===== config.mk =====
export PLATFORM = sky130hd
export DESIGN_NAME = arb4_rr
export DESIGN_NICKNAME = d
export VERILOG_FILES = /design/src/rtl/arb4_rr_pkg.sv /design/src/rtl/tmux4_1.sv /design/src/rtl/arb4_rr.sv
export SDC_FILE = /design/constraint.sdc
export NUM_CORES = 1
export LEC_CHECK = 0
export CORE_MARGIN = 10
export CORE_UTILIZATION = 27
export DETAILED_ROUTE_END_ITERATION = 12
export HOLD_SLACK_MARGIN = 0.08
export PLACE_DENSITY = 0.82
export SLEW_MARGIN = 20
export SYNTH_ARGS = -nofsm -noshare
export SYNTH_HDL_FRONTEND = slang
export SYNTH_SLANG_ARGS = --single-unit

===== constraint.sdc =====
create_clock -name clk -period 1.6 [get_ports clk]
set_input_delay 0.24 -clock clk [delete_from_list [all_inputs] [get_ports clk]]
set_output_delay 0.24 -clock clk [all_outputs]
set_load 0.01 [all_outputs]

===== src/rtl/arb4_rr_pkg.sv =====
// Shared definitions for the 4-way round-robin arbiter: state encodings,
// requester count and the rotating priority pick.
package arb4_rr_pkg;

  localparam int NREQ = 4;

  localparam logic ST_IDLE = 1'b0;
  localparam logic ST_BUSY = 1'b1;

  // Returns {found, index}; searches ptr, ptr+1, ptr+2, ptr+3 (mod 4).
  // Walking backwards lets the closest-to-ptr requester overwrite the rest.
  function automatic logic [2:0] rr_pick(input logic [3:0] req, input logic [1:0] ptr);
    logic [2:0] res;
    logic [1:0] idx;
    res = '0;
    for (int k = NREQ - 1; k >= 0; k--) begin
      idx = ptr + 2'(k);
      if (req[idx]) res = {1'b1, idx};
    end
    return res;
  endfunction

endpackage


===== src/rtl/tmux4_1.sv =====
// One-hot 4:1 AND-OR data mux; output is zero when no select bit is set.
module tmux4_1 #(
  parameter int DW = 32
) (
  input  logic [3:0]      sel,
  input  logic [4*DW-1:0] din,
  output logic [DW-1:0]   dout
);

  always_comb begin
    dout = '0;
    for (int i = 0; i < 4; i++) begin
      dout = dout | (din[i*DW +: DW] & {DW{sel[i]}});
    end
  end

endmodule


===== src/rtl/arb4_rr.sv =====
// Four-requester round-robin arbiter with a registered one-hot grant and
// back-to-back handoff on downstream acceptance.
module arb4_rr
  import arb4_rr_pkg::*;
#(
  parameter int DW = 32
) (
  input  logic            clk,
  input  logic            resetn,
  input  logic [3:0]      req,
  input  logic [4*DW-1:0] req_data,
  output logic [3:0]      gnt,
  output logic [3:0]      ack,
  output logic            out_valid,
  input  logic            out_ready,
  output logic [DW-1:0]   out_data,
  output logic [1:0]      out_id
);

  logic       state;
  logic [1:0] ptr;
  logic [1:0] ptr_next;
  logic       fire;
  logic [2:0] idle_pick;
  logic [2:0] next_pick;
  logic [DW-1:0] mux_data;

  assign fire      = (state == ST_BUSY) && out_ready;
  assign ptr_next  = out_id + 2'd1;
  assign idle_pick = rr_pick(req, ptr);
  // The finishing requester is masked so a still-high req cannot regrab.
  assign next_pick = rr_pick(req & ~gnt, ptr_next);

  assign out_valid = (state == ST_BUSY);
  assign ack       = (fire && resetn) ? gnt : 4'b0000;

  tmux4_1 #(.DW(DW)) u_mux (
    .sel  (gnt),
    .din  (req_data),
    .dout (mux_data)
  );

  assign out_data = resetn ? mux_data : '0;

  always_ff @(posedge clk) begin
    if (!resetn) begin
      state  <= ST_IDLE;
      gnt    <= 4'b0000;
      out_id <= 2'd0;
      ptr    <= 2'd0;
    end else begin
      case (state)
        ST_IDLE: begin
          if (idle_pick[2]) begin
            state  <= ST_BUSY;
            gnt    <= 4'b0001 << idle_pick[1:0];
            out_id <= idle_pick[1:0];
          end
        end
        default: begin
          if (fire) begin
            ptr <= ptr_next;
            if (next_pick[2]) begin
              gnt    <= 4'b0001 << next_pick[1:0];
              out_id <= next_pick[1:0];
            end else begin
              state  <= ST_IDLE;
              gnt    <= 4'b0000;
              out_id <= 2'd0;
            end
          end
        end
      endcase
    end
  end

endmodule


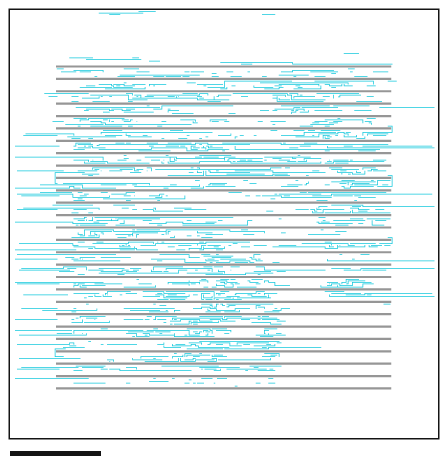
Run 1: met1 routing
Scale bar: 20 um. Supply wires on this layer in grey.
main direction: horizontal
nets with wire on the layer: 481

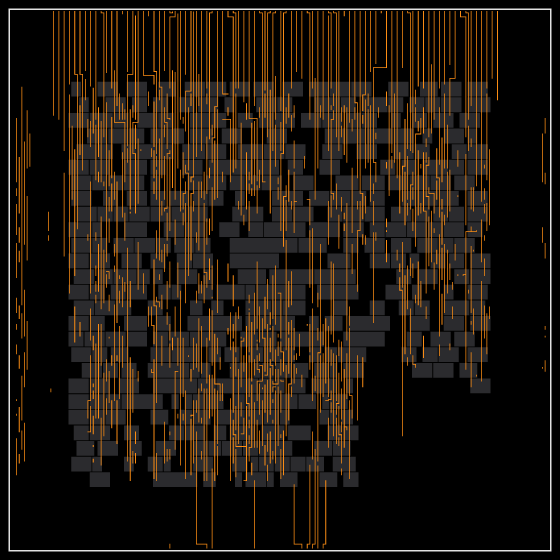
Run 1: the metal 2 layer
Cells faint in the background.
main direction: vertical
longest straight run: 37.9 um

==> ci_impl_report.md, run 1 <==
## PnR job results

| Metric | Value |
|---|---|
| Vias post-DR | `~2600` |
| Latency at later pin | `between 0.2 and 0.25 ns` |
| Endpoint, Worst Hold | `ptr[0]` |
| Met3 wire length | `just under 1000 um` |
| P_clk | `0.000264 W` |
| Fp util | `0.2841` |
| EDFF count, synth | `0` |
| Largest register FFs | `4` |
| WP data arrival | `1.32 ns` |
| Status | `finished clean` |
| Routed Antenna Nets | `0` |
| Post-synthesis simple-gate area fraction | `0.1168` |
| Vias in the first global route | `roughly 2700` |
| Initial DRC Count | `146` |
| Die area | `about 0.0088 sq mm` |
| ANT cells | `1` |
| GR peak layer | `met2` |
| Kind of start point of the critical path | `flip-flop` |
| # H-tree levels | `1` |
| Sequential area share after synthesis | `0.1218` |
| Register Area | `~190 sq um` |
| Hold_buf cts | `0` |
| Top Metal Used | `met4` |
| Tmin final | `1.561 ns` |
| DRC Markers | `0` |
| Avg Vias per Cell | `5.597` |
| Setup TNS | `0 ns` |
| Synthesis warning total | `0` |
| Pint | `~0.0012 W` |
| Global Route Usage Sum | `0.2118` |
| Worst hold margin | `slightly below 0.6 ns` |
| Fraction of registers with async set/reset | `0` |
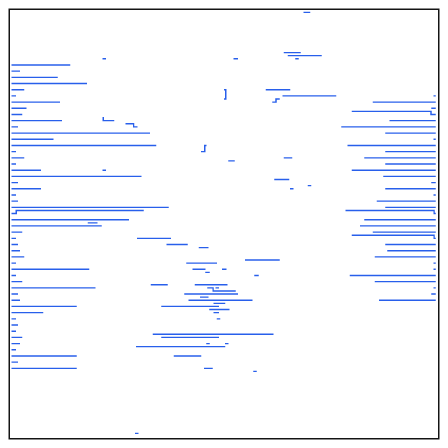
Run 1: signal wires on met3
wire length on this layer: 976 um
main direction: horizontal
share of all routed wire: 9.5%

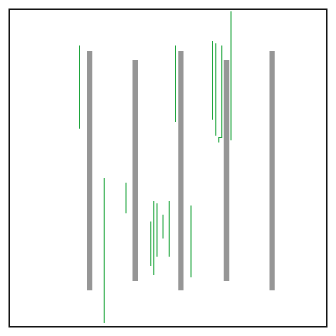
Run 1: the metal 4 layer
Supply wires on this layer in grey.
main direction: vertical
nets with wire on the layer: 14

==> run 1 -> run 2 <==
CORE_MARGIN = 2   (was 10)
PLACE_DENSITY = 0.8   (was 0.82)
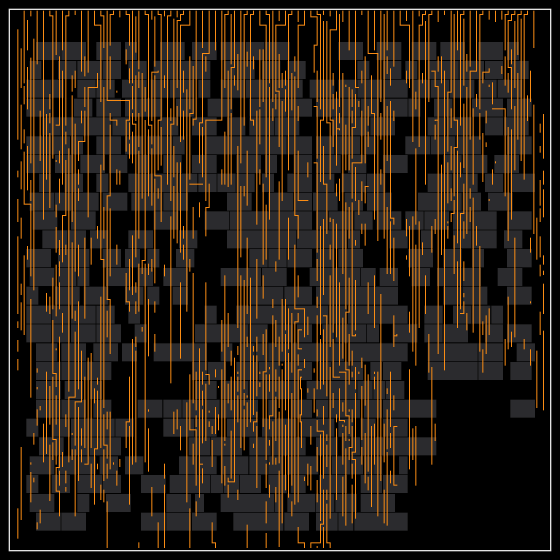
Run 2: the metal 2 layer
Cells faint in the background.
nets with wire on the layer: 464
wire length on this layer: 4930 um
main direction: vertical
share of all routed wire: 52%

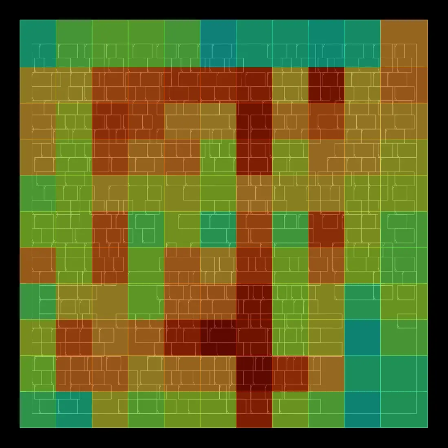
Run 2: routing congestion
final core occ: 0.7022
Global Route Usage Sum: 0.2880

==> run 2 against run 1 <==
  * The flow now finishes with violations (negative setup slack)
  * Hold slack worse by 0.041 ns
  * Cell count stayed put
  * Cell area did not move
  * Area after synthesis did not move
  * Synthesized cell count did not move
  * Critical path type is now in2reg
  * Critical endpoint is now gnt[2]
==> ci_impl_report.md, run 2 <==
## PnR job results

| Metric | Value |
|---|---|
| Status | `finished, violations left` |
| Failing checks | `negative setup slack` |
| # Post-CTS Setup Buffers | `1` |
| Latency at later pin | `between 0.2 and 0.25 ns` |
| Pint | `around 0.0012 W` |
| Initial DRC Count | `182` |
| GR peak layer | `met2` |
| Ys flops | `9` |
| Vias in the first global route | `between 2000 and 3000` |
| Die area | `about 0.0061 sq mm` |
| Number of buffers created by CTS | `3` |
| # H-tree levels | `1` |
| RR Endpoint | `gnt[3]` |
| Tmin final | `~1.6 ns` |
| Synthesized area | `roughly 0.0015 sq mm` |
| Kind of start point of the critical path | `primary input` |
| DRC Markers | `0` |
| DR pass1 iterations | `5` |
| P_clk | `~0.00028 W` |
| Final WS setup | `-0.02670 ns` |
| Avg Vias per Cell | `approximately 5.7` |
| Met3 wire length | `661 um` |
| Data buffer area share | `0.5474` |
| Top Metal Used | `met4` |
| Fraction of registers with async set/reset | `0` |
| Met1 Resource Use GR | `0.3415` |
| Most flops, register | `gnt` |
| Synthesis warning total | `0` |
| Fp util | `0.2841` |
| Endpoints failing setup | `1` |
| ANT cells | `0` |
| Routed met2 length | `around 5000 um` |
| Register Area | `just under 200 sq um` |
| Met3 usage | `0.06092` |
| Mux area share | `0.006768` |
| Fmax | `about 610 MHz` |
| Most used logic cell in the final layout | `clkdlybuf4s50_1` |
| Sequential area share after synthesis | `0.1218` |
| Hold_buf cts | `0` |
| Worst hold margin | `between 0.5 and 0.6 ns` |
| Setup TNS | `-0.02670 ns` |
| Main logic family | `AND-OR/OR-AND gates` |
| WP data arrival | `1.79 ns` |
| Endpoint, Worst Hold | `ptr[0]` |
| Largest register FFs | `4` |
| Vias post-DR | `~2700` |
| Synth Area in Adders | `0` |
| FFs & Latches | `9` |
| Post-synthesis simple-gate area fraction | `0.1168` |
| EDFF count, synth | `0` |
==> run 2 -> run 3 <==
TNS_END_PERCENT = 1   (was unset)
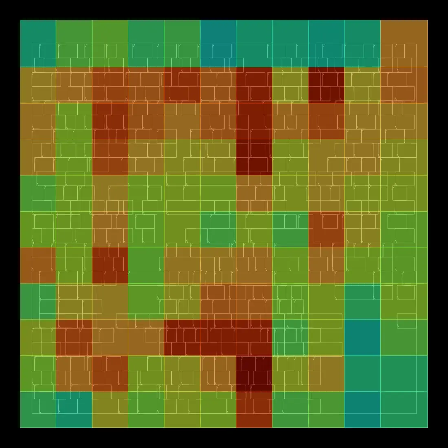
Run 3: routing congestion
met1 Resource Use GR: 0.3289
met3 usage: 0.05172
GR peak layer: met2
drt wl/cell: 19.61 um

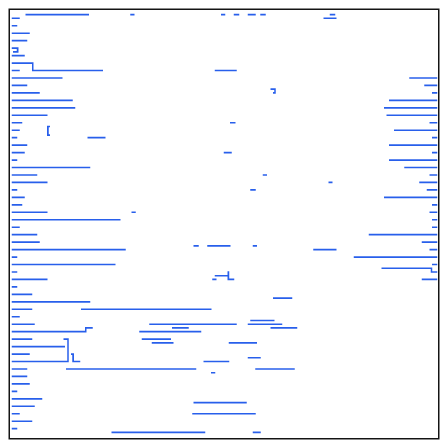
Run 3: signal wires on met3
main direction: horizontal
share of all routed wire: 7.0%
wire length on this layer: 629 um
nets with wire on the layer: 113
longest straight run: 23.5 um

==> run 3 against run 2 <==
  * The run still ends with negative setup slack left
  * Maximum frequency decreased by 2.6%
  * First-iteration DRC count is 14% higher
  * Clock-buffer cell count is the same
  * Register-to-register slack about the same
  * Combinational power fell by 5%
  * Area after synthesis is the same
  * Sequential share of layout area grew 0.10 points
  * Worst setup slack got worse by 0.043 ns
  * Critical path depth decreased by 2
  * Clock power about the same
  * Synthesized cell count did not move
  * Cell area is 3.1% lower
==> ci_impl_report.md, run 3 <==
## PnR job results

| Metric | Value |
|---|---|
| Routed met2 length | `~4600 um` |
| Final core occ | `0.6803` |
| Setup TNS | `-0.2238 ns` |
| Fmax | `599.0 MHz` |
| Mux area share | `0.006768` |
| ANT cells | `0` |
| P_clk | `0.000281 W` |
| Data buffer area share | `0.5572` |
| Fraction of registers with async set/reset | `0` |
| Post-synthesis simple-gate area fraction | `0.1168` |
| Endpoints failing setup | `5` |
| # H-tree levels | `1` |
| Most flops, register | `gnt` |
| Most used logic cell in the final layout | `clkdlybuf4s50_1` |
| DR pass1 iterations | `4` |
| Main logic family | `AND-OR/OR-AND gates` |
| Worst hold margin | `roughly 0.55 ns` |
| Failing checks | `negative setup slack` |
| Synth Area in Adders | `0` |
| WP data arrival | `~1.8 ns` |
| Fp util | `0.2841` |
| DRC Markers | `0` |
| Number of buffers created by CTS | `3` |
| Final WS setup | `-0.06937 ns` |
| Routed Antenna Nets | `0` |
| Status | `finished, violations left` |
No activity file was given, so power comes from the tool's default toggle rates.
